Run 1, sequential cells grouped by signal name:
Scale: 12 px per um. Other sequential cells in the stronger grey, the rest of the logic in the fainter grey.
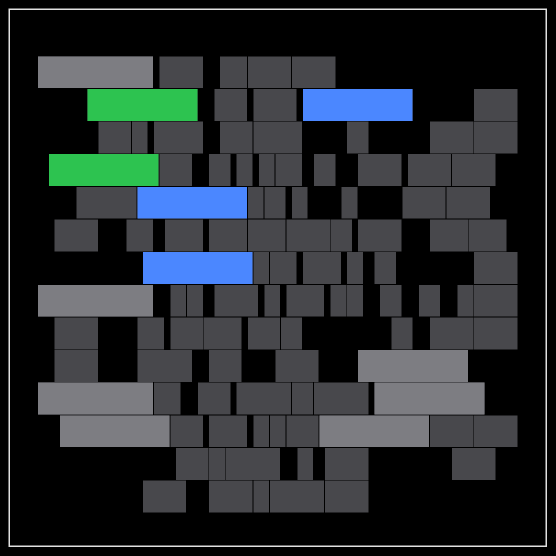
Run 1, signal wires on met3:
Scale: 8 px per um.
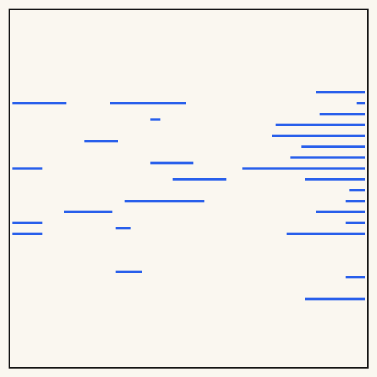
Run 1, cell classes on the final placement:
Scale: 6 px per um.
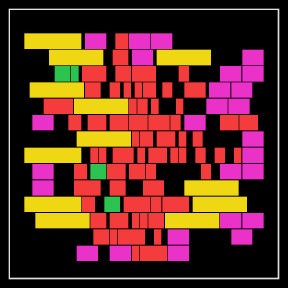
[src/rtl/game_flow_fsm_if.sv]
// Signal bundle between the game-flow controller and its neighbours:
// joystick/score/frame inputs toward the controller, state decodes,
// clock-enables, game reset, cursor, countdown and winner back out.
interface game_flow_fsm_if #(
    parameter int SCORE_WIDTH = 4,
    parameter int CNT_WIDTH   = 2
);
    logic                   enter;
    logic                   up;
    logic                   down;
    logic                   frame_tick;
    logic [SCORE_WIDTH-1:0] score_left;
    logic [SCORE_WIDTH-1:0] score_right;

    logic                   enable_start;
    logic                   enable_countdown;
    logic                   enable_game;
    logic                   enable_pause;
    logic                   enable_over;
    logic                   game_ce;
    logic                   menu_ce;
    logic                   game_reset;
    logic [1:0]             cursor;
    logic [CNT_WIDTH-1:0]   countdown;
    logic                   winner;

    // Joystick/score side drives the inputs and observes the controller.
    modport master (
        output enter, up, down, frame_tick, score_left, score_right,
        input  enable_start, enable_countdown, enable_game, enable_pause,
               enable_over, game_ce, menu_ce, game_reset, cursor,
               countdown, winner
    );

    // The controller itself.
    modport slave (
        input  enter, up, down, frame_tick, score_left, score_right,
        output enable_start, enable_countdown, enable_game, enable_pause,
               enable_over, game_ce, menu_ce, game_reset, cursor,
               countdown, winner
    );
endinterface

[src/rtl/game_flow_fsm.sv]
// Pong game-flow controller: START -> COUNTDOWN -> GAME <-> PAUSE -> GAME_OVER.
// Owns the pause-menu cursor, detects a win from the scores, and emits a
// one-cycle active-low game reset plus clock-enables for core and menus.
module game_flow_fsm #(
    parameter int SCORE_WIDTH      = 4,
    parameter int WIN_SCORE        = 7,
    parameter int COUNTDOWN_FRAMES = 3,
    parameter int CNT_WIDTH        = 2
) (
    input  logic            clock,
    input  logic            reset,
    game_flow_fsm_if.slave  bus
);

    localparam logic [2:0] ST_START     = 3'd0;
    localparam logic [2:0] ST_COUNTDOWN = 3'd1;
    localparam logic [2:0] ST_GAME      = 3'd2;
    localparam logic [2:0] ST_PAUSE     = 3'd3;
    localparam logic [2:0] ST_OVER      = 3'd4;

    localparam logic [1:0] CUR_CONTINUE = 2'd0;
    localparam logic [1:0] CUR_RESTART  = 2'd1;
    localparam logic [1:0] CUR_QUIT     = 2'd2;

    localparam logic [CNT_WIDTH-1:0]   CNT_LOAD  = CNT_WIDTH'(COUNTDOWN_FRAMES);
    localparam logic [CNT_WIDTH-1:0]   CNT_ONE   = CNT_WIDTH'(1);
    localparam logic [SCORE_WIDTH-1:0] WIN_LEVEL = SCORE_WIDTH'(WIN_SCORE);

    logic [2:0]           state_q,      state_d;
    logic [1:0]           cursor_q,     cursor_d;
    logic [CNT_WIDTH-1:0] countdown_q,  countdown_d;
    logic                 winner_q,     winner_d;
    logic                 game_reset_q, game_reset_d;
    logic                 enter_q,      enter_d;
    logic                 up_q,         up_d;
    logic                 down_q,       down_d;

    logic enter_e, up_e, down_e;
    logic left_win, right_win;
    logic reset_req;

    assign enter_e   = bus.enter & ~enter_q;
    assign up_e      = bus.up    & ~up_q;
    assign down_e    = bus.down  & ~down_q;
    assign left_win  = (bus.score_left  >= WIN_LEVEL);
    assign right_win = (bus.score_right >= WIN_LEVEL);

    // Next-state, cursor, countdown, winner and game-reset request.
    always_comb begin
        // NOTE: every target gets a default first so no path can infer a latch.
        state_d     = state_q;
        cursor_d    = cursor_q;
        countdown_d = countdown_q;
        winner_d    = winner_q;
        reset_req   = 1'b0;
        enter_d     = bus.enter;
        up_d        = bus.up;
        down_d      = bus.down;

        case (state_q)
            ST_START: begin
                if (enter_e) begin
                    state_d     = ST_COUNTDOWN;
                    countdown_d = CNT_LOAD;
                    reset_req   = 1'b1;
                end
            end

            ST_COUNTDOWN: begin
                // Buttons are deliberately ignored here; only frames count.
                if (bus.frame_tick) begin
                    if (countdown_q <= CNT_ONE) begin
                        state_d     = ST_GAME;
                        countdown_d = '0;
                    end else begin
                        countdown_d = countdown_q - CNT_ONE;
                    end
                end
            end

            ST_GAME: begin
                // A win outranks a pause request in the same cycle; ties go left.
                if (left_win || right_win) begin
                    state_d  = ST_OVER;
                    winner_d = right_win & ~left_win;
                end else if (enter_e) begin
                    state_d  = ST_PAUSE;
                    cursor_d = CUR_CONTINUE;
                end
            end

            ST_PAUSE: begin
                if (enter_e) begin
                    case (cursor_q)
                        CUR_CONTINUE: begin
                            state_d     = ST_COUNTDOWN;
                            countdown_d = CNT_LOAD;
                        end
                        CUR_RESTART: begin
                            state_d     = ST_COUNTDOWN;
                            countdown_d = CNT_LOAD;
                            reset_req   = 1'b1;
                        end
                        default: state_d = ST_START;
                    endcase
                end else if (up_e && !down_e) begin
                    cursor_d = (cursor_q == CUR_CONTINUE) ? CUR_QUIT : cursor_q - 2'd1;
                end else if (down_e && !up_e) begin
                    cursor_d = (cursor_q == CUR_QUIT) ? CUR_CONTINUE : cursor_q + 2'd1;
                end
            end

            ST_OVER: begin
                if (enter_e) state_d = ST_START;
            end

            default: begin
                // Unreachable encoding: recover to a clean start.
                state_d     = ST_START;
                cursor_d    = CUR_CONTINUE;
                countdown_d = '0;
                reset_req   = 1'b1;
            end
        endcase

        game_reset_d = ~reset_req;
    end

    // State and output registers; edge-detect copies reset high so a
    // button held through reset does not register as a press.
    always_ff @(posedge clock or negedge reset) begin
        if (!reset) begin
            state_q      <= ST_START;
            cursor_q     <= CUR_CONTINUE;
            countdown_q  <= '0;
            winner_q     <= 1'b0;
            game_reset_q <= 1'b0;
            enter_q      <= 1'b1;
            up_q         <= 1'b1;
            down_q       <= 1'b1;
        end else begin
            // NOTE: non-blocking so every flop samples pre-edge values.
            state_q      <= state_d;
            cursor_q     <= cursor_d;
            countdown_q  <= countdown_d;
            winner_q     <= winner_d;
            game_reset_q <= game_reset_d;
            enter_q      <= enter_d;
            up_q         <= up_d;
            down_q       <= down_d;
        end
    end

    assign bus.enable_start     = (state_q == ST_START);
    assign bus.enable_countdown = (state_q == ST_COUNTDOWN);
    assign bus.enable_game      = (state_q == ST_GAME);
    assign bus.enable_pause     = (state_q == ST_PAUSE);
    assign bus.enable_over      = (state_q == ST_OVER);
    assign bus.game_ce          = (state_q == ST_GAME);
    assign bus.menu_ce          = (state_q != ST_GAME);
    assign bus.game_reset       = game_reset_q;
    assign bus.cursor           = cursor_q;
    assign bus.countdown        = countdown_q;
    assign bus.winner           = winner_q;

endmodule

[src/flat_wrapper.sv]
// flat-port wrapper written by rule: the top's interface ports become plain ports
module game_flow_fsm_flat 
#(
    parameter int SCORE_WIDTH      = 4,
    parameter int WIN_SCORE        = 7,
    parameter int COUNTDOWN_FRAMES = 3,
    parameter int CNT_WIDTH        = 2
)
  (clock, reset, bus_enter, bus_up, bus_down, bus_frame_tick, bus_score_left, bus_score_right, bus_enable_start, bus_enable_countdown, bus_enable_game, bus_enable_pause, bus_enable_over, bus_game_ce, bus_menu_ce, bus_game_reset, bus_cursor, bus_countdown, bus_winner);
  game_flow_fsm_if #(.SCORE_WIDTH(SCORE_WIDTH), .CNT_WIDTH(CNT_WIDTH)) bus_i ();
  input  logic clock;
  input  logic reset;
  input wire logic [$bits(bus_i.enter)-1:0] bus_enter;
  input wire logic [$bits(bus_i.up)-1:0] bus_up;
  input wire logic [$bits(bus_i.down)-1:0] bus_down;
  input wire logic [$bits(bus_i.frame_tick)-1:0] bus_frame_tick;
  input wire logic [$bits(bus_i.score_left)-1:0] bus_score_left;
  input wire logic [$bits(bus_i.score_right)-1:0] bus_score_right;
  output wire logic [$bits(bus_i.enable_start)-1:0] bus_enable_start;
  output wire logic [$bits(bus_i.enable_countdown)-1:0] bus_enable_countdown;
  output wire logic [$bits(bus_i.enable_game)-1:0] bus_enable_game;
  output wire logic [$bits(bus_i.enable_pause)-1:0] bus_enable_pause;
  output wire logic [$bits(bus_i.enable_over)-1:0] bus_enable_over;
  output wire logic [$bits(bus_i.game_ce)-1:0] bus_game_ce;
  output wire logic [$bits(bus_i.menu_ce)-1:0] bus_menu_ce;
  output wire logic [$bits(bus_i.game_reset)-1:0] bus_game_reset;
  output wire logic [$bits(bus_i.cursor)-1:0] bus_cursor;
  output wire logic [$bits(bus_i.countdown)-1:0] bus_countdown;
  output wire logic [$bits(bus_i.winner)-1:0] bus_winner;
  assign bus_i.enter = bus_enter;
  assign bus_i.up = bus_up;
  assign bus_i.down = bus_down;
  assign bus_i.frame_tick = bus_frame_tick;
  assign bus_i.score_left = bus_score_left;
  assign bus_i.score_right = bus_score_right;
  assign bus_enable_start = bus_i.enable_start;
  assign bus_enable_countdown = bus_i.enable_countdown;
  assign bus_enable_game = bus_i.enable_game;
  assign bus_enable_pause = bus_i.enable_pause;
  assign bus_enable_over = bus_i.enable_over;
  assign bus_game_ce = bus_i.game_ce;
  assign bus_menu_ce = bus_i.menu_ce;
  assign bus_game_reset = bus_i.game_reset;
  assign bus_cursor = bus_i.cursor;
  assign bus_countdown = bus_i.countdown;
  assign bus_winner = bus_i.winner;
  game_flow_fsm #(.SCORE_WIDTH(SCORE_WIDTH), .WIN_SCORE(WIN_SCORE), .COUNTDOWN_FRAMES(COUNTDOWN_FRAMES), .CNT_WIDTH(CNT_WIDTH)) u_core (.clock(clock), .reset(reset), .bus(bus_i));
endmodule
[config.mk]
export PLATFORM = sky130hd
export DESIGN_NAME = game_flow_fsm_flat
export DESIGN_NICKNAME = d
export VERILOG_FILES = /design/src/rtl/game_flow_fsm_if.sv /design/src/rtl/game_flow_fsm.sv /design/src/flat_wrapper.sv
export SDC_FILE = /design/constraint.sdc
export NUM_CORES = 1
export LEC_CHECK = 0
export CORE_MARGIN = 2
export CORE_UTILIZATION = 47
export CTS_CLUSTER_SIZE = 10
export DETAILED_ROUTE_END_ITERATION = 16
export PLACE_DENSITY = 0.85
export SETUP_SLACK_MARGIN = 0.2
export SKIP_LAST_GASP = 1
export SYNTH_ARGS = -nofsm -noshare
export SYNTH_HDL_FRONTEND = slang
export SYNTH_SLANG_ARGS = --single-unit
[constraint.sdc]
create_clock -name clock -period 4.4 [get_ports clock]
set_input_delay 0.66 -clock clock [delete_from_list [all_inputs] [get_ports clock]]
set_output_delay 0.66 -clock clock [all_outputs]
set_load 0.05 [all_outputs]
==> GITHUB_STEP_SUMMARY, run 1 <==
## PnR job results

| Metric | Value |
|---|---|
| Outcome | finished, final reports clean |
| Most common cell in the netlist | dfrtp_1 |
| Synthesized Nets | 100 |
| Final Slew Violations | 0 |
| DR vias/cell | 5.82 |
| Yosys warning total | 0 |
| Num ports | 27 |
| CTS tree | done |
| Placed instance area | 1020 um2 |
| Clk buf depth | 2 |
| FF-to-FF End | u_core.bus.countdown[0] |
| Fmax achieved | 355 MHz |
| Peak supply drop | 0.382 mV |
| Post-CTS Hold Fix Bufs | 0 |
| Clock slew seen by the registers of the worst setup and hold paths | 70 ps |
| FP Core Util | 50.9% |
| Setup Skew | 2.80 ps |
| Final WL | 1650 um |
| Final instance area | 1050 um2 |
| Die area | 1990 um2 |
| Worst hold path type | reg -> reg |
| TritonCTS buffer count | 3 |
| Largest area contributor in the synthesized netlist | dfrtp_1 |
| DR iter-0 viols | 15 |
| Lkg Pwr | 0.458 nW |
| Tool warnings | 29 |
| Final nets | 126 |
| Min Tclk post-route | 2820 ps |
| Cell chain of the critical path | nor3_1 -> clkdlybuf4s50_1 |
| PD cells | 753 nW/um2 |
| Kind of end point of the critical path | output pin |
| Area reported by Yosys stat | 776 um2 |
| Dpl hpwl | 1290 um |
| Tot GR Track Use | 19.4% |
| Reg2reg path depth | 4 |
| Cts repair resizes | 0 |
| Clock H-tree levels | 1 |
| Post-synthesis sequential area ratio | 39.2% |
| Maximum fanout along the worst path | 18 |
| Fraction of layout cells with a size suffix above 1 | 14.2% |
| Die span in x | 44.6 um |
| Crit. Startpoint | u_core.state_q[1] |
| Vias in the first global route | 677 |
| GPL Wtd Cong | 0.801 |
| Post-synth EDFFs | 0 |
| Internal reg-to-reg setup slack | 2650 ps |
| Yosys stat cell total | 81 |
| Critical path class | reg -> out |
| Post-synth ARST share | 100% |
| Drt pass-1 iters | 4 |
| Tcrit/Tclk final | 64.0% |
| Final setup viols | 0 |
| Post-route ant nets | 0 |
| Synth unique cells | 37 |
| First-pass GRT wire length | 2790 um |
| Final setup TNS | 0 ps |
| Required @ worst endpoint | 3740 ps |
| WL/cell | 13.5 um |
| Worst Tran Pin Value | 552 ps |
| Max-cap viol count | 0 |
| Cells after Synth | 81 |
| DRC Markers | 0 |
| Final Hold Fails | 0 |
| Commonest flop | dfrtp_1 |
| Synth top cells by count | dfrtp_1 (9), nand2_1 (6), nor2_1 (6), ha_1 (5) |
| Mean instance size in the synthesized netlist | 9.58 um2 |
| Synthesis-to-finish area growth | 35.2% |
| Setup Fix Bufs, Post-CTS | 0 |
| Post-Syn Area | 776 um2 |
| IO Port Bufs | 26 |
| CP max-delay cell | clkdlybuf4s50_1 |
| CP peak stage delay | 890 ps |
| Row cnt | 14 |
| Initial antenna violation count | 0 |
| Core region area | 1520 um2 |
| Reg2reg start | u_core.state_q[0] |
| Share of the synthesized area in the top cell type | 29.0% |
| DIE HEIGHT | 44.6 um |
| Latency at later pin | 270 ps |
| Num Clock Sinks | 12 |
| Setup crit end | bus_enable_over |
| RSZ-0062 raised after global routing | no |
| WP data arrival | 2160 ps |
| Cell area leaders | dfrtp_1 (29%), dfstp_2 (10%), ha_1 (8.1%) |
| DR vias | 710 |
| Total global routing overflow | 0 |
| Synth Register Bits | 12 |
| Root Driver | clkbuf_4 |
| Startpoint Class | flip-flop |
| Largest net degree at the start of global routing | 19 |
| Slew headroom | 63.1% |
| ANT cells | 0 |
## Picture notes: 'sequential cells grouped by signal name'
- blue: `u_core.state_q` (sequential cells 3)
- green: `u_core.bus.countdown` (sequential cells 2)
- not coloured: 7

## Picture notes: 'signal wires on met3'
- nets with wire on the layer: 26
- main direction: horizontal
- share of all routed wire: 10%
- wire length on this layer: 166 um

## Picture notes: 'cell classes on the final placement'
- green: clock drivers and dummy loads (cells 4; share of their area 2.6%)
- red: remaining logic cells (cells 64; share of their area 43%)
- yellow: registers (cells 12; share of their area 30%)
- magenta: remaining buffers and delay cells (cells 26; share of their area 25%)

[run 1: through the flow]
stage	power, mW	util (%)	hold WS [ps]	std cells	worst slack, ps
after floorplan	0.584	-	364	81	1960
after global placement	0.715	67.1	521	118	1960
after detailed placement	0.720	67.1	523	118	1910
after CTS	0.792	68.8	539	122	1600
after global routing	0.839	68.8	566	122	1530
final	0.790	68.8	533	122	1580
[run 1: logic make-up (layout without fill, tap and decap cells)]
| family | Yosys count | after routing | share of synthesized area, % |
|---|---|---|---|
| buffers and inverters | 11 | 36 | 7.26 |
| multiplexers | 2 | 2 | 2.74 |
| AND/OR/NAND/NOR | 27 | 27 | 19.8 |
| flip-flops | 12 | 12 | 39.2 |
| adder cells (fa/ha/maj) | 5 | 5 | 8.06 |
| AND-OR/OR-AND | 24 | 24 | 22.9 |
[run 1: cell type report]
cell class / count / area (um2)
Inverter: 6 / 22.5
Tap cell: 16 / 20.0
Fill cell: 130 / 475
Timing Repair Buffer: 26 / 260
Multi-Input combinational cell: 58 / 415
Clock buffer: 4 / 26.3
Sequential cell: 12 / 304
[run 1: state kept, by name, indices dropped and copies added, names as in the netlist]
| signal | flops |
|---|---|
| u_core.bus.countdown | 2 |
| u_core.enter_q | 1 |
| u_core.state_q | 3 |
| u_core.bus.cursor | 2 |
| u_core.bus.winner | 1 |
| u_core.up_q | 1 |
| u_core.bus.game_reset | 1 |
| u_core.down_q | 1 |
[run 1: worst max-delay path: cells and delay by family, from the launching register on]
family | cells | cell delay (ps)
buffers and inverters | 1 | 890
DFF | 1 | 560
and+or+nand+nor | 1 | 430
[run 1: how the worst min path moves through the flow]
| stage | from | end | slack (ps) | cells after the start |
|---|---|---|---|---|
| after floorplan | reset | u_core.bus.countdown[0] | 360 | 0 |
| after global placement | u_core.bus.winner | u_core.bus.winner | 520 | 2 |
| after detailed placement | u_core.bus.winner | u_core.bus.winner | 520 | 2 |
| after CTS | u_core.bus.winner | u_core.bus.winner | 540 | 2 |
| after global routing | u_core.bus.winner | u_core.bus.winner | 570 | 2 |
| final | u_core.bus.winner | u_core.bus.winner | 530 | 2 |
[run 1: cell usage in the layout (no fill, tap or decap), types with 4 or more instances in the layout]
cell,instances
clkdlybuf4s50_1,26
ha_1,5
nand2_1,6
dfrtp_1,9
a21oi_1,4
nor2_1,6
nor3_1,4
[run 1: where the power goes]
group	leakage (nW)	internal (mW)	total, mW	switching (mW)
clock	0.0150	0.0351	0.0707	0.0355
sequential	0.143	0.149	0.210	0.0617
combinational	0.299	0.191	0.508	0.318
[run 1: metal layers]
metal	global-route usage [%]	vias up	routed length, um
li1	-	346	-
met1	23.1	325	678
met2	30.4	34	773
met3	6.53	5	165
met4	10.9	0	29
met5	0	-	0
--- run 2 (diff from run 1) ---
- CORE_UTILIZATION: 47 -> 39
- PLACE_DENSITY: 0.85 -> 0.75
- clock period: 4.4 -> 2.5 ns (I/O delays scaled with it)
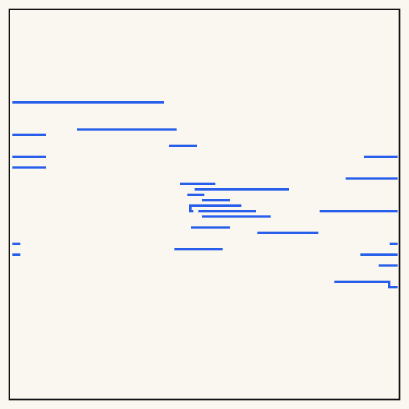
Run 2: signal wires on met3
Scale: 8 px per um.
- share of all routed wire: 8.2%
- wire length on this layer: 143 um
- longest straight run: 18.6 um

==> GITHUB_STEP_SUMMARY, run 2 <==
## PnR job results

| Metric | Value |
|---|---|
| Synth Register Bits | 12 (unchanged) |
| Critical path class | reg -> out |
| Vias in the first global route | 695 (+2.7%) |
| Final setup TNS | 0 ps (unchanged) |
| Clk buf depth | 2 (unchanged) |
| Clock slew seen by the registers of the worst setup and hold paths | 90 ps (+20 ps) |
| First-pass GRT wire length | 3110 um (+12%) |
| Final WL | 1750 um (+6.1%) |
| Final std cells w/o fill | 134 (+9.8%) |
| Commonest flop | dfrtp_1 |
| Lkg Pwr | 0.500 nW (+9.3%) |
| Cells after Synth | 81 (unchanged) |
| Startpoint Class | flip-flop |
| Met1 wire length | 748 um (+10%) |
| Post-synthesis sequential area ratio | 39.2% (unchanged) |
| Post-synth EDFFs | 0 (unchanged) |
| Fmax achieved | 465 MHz |
| Tot GR Track Use | 16.5% (-2.9 points) |
| DRC Markers | 0 (unchanged) |
| RSZ-0062 raised after global routing | no |
| Total global routing overflow | 0 (unchanged) |
| Peak supply drop | 0.632 mV (+65%) |
| FP Core Util | 40.4% (-11 points) |
| DR vias | 722 (+1.7%) |
| Register name with the most flops | u_core.state_q |
| Setup Fix Bufs, Post-CTS | 0 (unchanged) |
| Clock H-tree levels | 1 (unchanged) |
| Maximum fanout along the worst path | 10 (-8) |
| TritonCTS buffer count | 3 (unchanged) |
| GPL Wtd Cong | 0.881 (+10%) |
| Die area | 2360 um2 (+19%) |
| Outcome | finished, final reports clean |
| Top Metal Used | met4 |
| Setup Skew | 12.2 ps (+9.36 ps) |
| DR iter-0 viols | 27 (+12) |
| Commonest Layout Cell | clkdlybuf4s50_1 |
| IO Port Bufs | 26 (unchanged) |
| ANT cells | 0 (unchanged) |
| Met3 routed WL | 142 um (-14%) |
| Synthesis-to-finish area growth | 39.0% |
| Root Driver | clkbuf_4 |
| Share of the synthesized area in the top cell type | 29.0% (unchanged) |
| WP data arrival | 1780 ps (-380 ps) |
| Row cnt | 16 (+2) |
| Drt pass-1 iters | 4 (unchanged) |
| WL met2 | 843 um (+9.1%) |
| Fill cells | 188 (+45%) |
| Worst Tran Pin Value | 530 ps (-21.6 ps) |
| CTS tree | done |
| Num ports | 27 (unchanged) |
| Num Clock Sinks | 12 (unchanged) |
| Synthesized Nets | 100 (unchanged) |
| Tool warnings | 29 (unchanged) |
| DR vias/cell | 5.39 (-7.4%) |
| DIE HEIGHT | 48.6 um (+8.9%) |
| Worst hold slack | 429 ps (-105 ps) |
| Yosys warning total | 0 (unchanged) |
| Top cells excl fill/tap | clkdlybuf4s50_1 (19), dfrtp_1 (9), nor2_1 (6), nand2_1 (6) |
| Synth top cells by count | dfrtp_1 (9), nand2_1 (6), nor2_1 (6), ha_1 (5) |
| Final Core Density | 56.1% (-13 points) |
| Post-synth ARST share | 100% (unchanged) |
| Area reported by Yosys stat | 776 um2 (unchanged) |
| Initial antenna violation count | 0 (unchanged) |
| Fraction of layout cells with a size suffix above 1 | 15.9% (+1.7 points) |
| Largest register FFs | 3 (unchanged) |
| Tcrit/Tclk final | 86.1% |
| Post-route ant nets | 0 (unchanged) |
| Register area | 304 um2 (unchanged) |
| Final Hold Fails | 0 (unchanged) |
| Core region area | 1920 um2 (+26%) |
| Cell area leaders | dfrtp_1 (29%), dfstp_2 (10%), ha_1 (8.1%) |
| PD cells | 1310 nW/um2 (+74%) |
| Final nets | 127 (+0.79%) |
| Die span in x | 48.6 um (+8.9%) |
| Mean instance size in the synthesized netlist | 9.58 um2 (unchanged) |
| Final Slew Violations | 0 (unchanged) |
| Largest area contributor in the synthesized netlist | dfrtp_1 |
| Final setup viols | 0 (unchanged) |
| Logic area | 415 um2 (unchanged) |
| Max-cap viol count | 0 (unchanged) |
| Dpl hpwl | 1370 um (+6.2%) |
| Internal reg-to-reg setup slack | 750 ps (-1900 ps) |
| Yosys stat cell total | 81 (unchanged) |
| Required @ worst endpoint | 2120 ps (-1620 ps) |
| Slew headroom | 64.5% (+1.4 points) |
| WL/cell | 13.1 um (-3.4%) |
| Most common cell in the netlist | dfrtp_1 |
| Synth unique cells | 37 (unchanged) |
| Worst hold path type | in -> async |
| Post-Syn Area | 776 um2 (unchanged) |
| Min Tclk post-route | 2150 ps |
| Placed cells | 130 (+10%) |
| Largest net degree at the start of global routing | 14 (-5) |
| Kind of end point of the critical path | output pin |
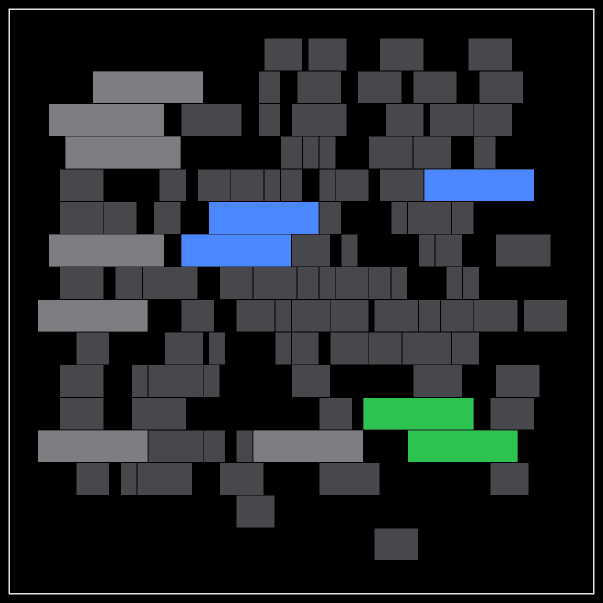
Run 2: sequential cells grouped by signal name
Scale: 12 px per um. Other sequential cells in the stronger grey, the rest of the logic in the fainter grey.
- blue: `u_core.state_q` (sequential cells 3)
- green: `u_core.bus.countdown` (sequential cells 2)
- not coloured: 7

run 2: cell families (layout without fill, tap and decap cells):
group / Yosys count / in the layout / share of synthesized area, %
compound gates: 24 / 24 / 22.9
fa+ha+maj: 5 / 5 / 8.06
mux: 2 / 2 / 2.74
simple gates: 27 / 27 / 19.8
buf+inv: 11 / 37 / 7.26
flops: 12 / 12 / 39.2
run 2: cell type report:
type	instances	share of cell area, %
inverters	6	2.09
well taps	27	3.13
clock buffers	4	3.36
repair buffers	27	24.7
flip-flops and latches	12	28.2
multi-input cells	58	38.5
run 2: report_power, final:
| group | total [mW] | internal [mW] | switching, mW | leakage [nW] |
|---|---|---|---|---|
| registers | 0.365 | 0.262 | 0.103 | 0.143 |
| clock network | 0.160 | 0.0887 | 0.0715 | 0.0210 |
| logic | 0.892 | 0.322 | 0.570 | 0.336 |
| total | 1.42 | 0.673 | 0.744 | 0.500 |
run 2: what timing repair did:
item	CTS	global route
hold buffers	0	0
setup endpoints to repair	5	2
gates resized	5	2
run 2: worst max-delay path: stages (launching register included):
cell           delay, ps
dfrtp_1              520
inv_2                110
nor3_1               290
dlygate4sd2_1        580
run 2: worst paths after layout:
check / start / to / cells past startpoint
min reg2reg: u_core.bus.cursor[1] / u_core.bus.cursor[1] / 1
max: u_core.state_q[2] / bus_enable_over / 3
max in group asynchronous: reset / u_core.enter_q / 1
max reg2reg: u_core.state_q[0] / u_core.bus.countdown[0] / 4
min: reset / u_core.state_q[1] / 1
min in group clock: bus_up / u_core.up_q / 1
run 2: metal layers:
| layer | track usage, % | up-vias |
|---|---|---|
| met5 | 0 | - |
| met4 | 4.29 | 0 |
| met3 | 4.32 | 2 |
| met2 | 28.1 | 37 |
| met1 | 20.6 | 337 |
| li1 | - | 346 |
run 2: stage by stage:
| stage | instance area [um2] | setup slack, ps | power, mW |
|---|---|---|---|
| after floorplan | 776 | 340 | 1.03 |
| after detailed placement | 1040 | 385 | 1.29 |
| after CTS | 1070 | 207 | 1.43 |
| after global placement | 1040 | 425 | 1.27 |
| after global routing | 1080 | 271 | 1.51 |
| final | 1080 | 348 | 1.42 |
No activity file was given, so power comes from the tool's default toggle rates.
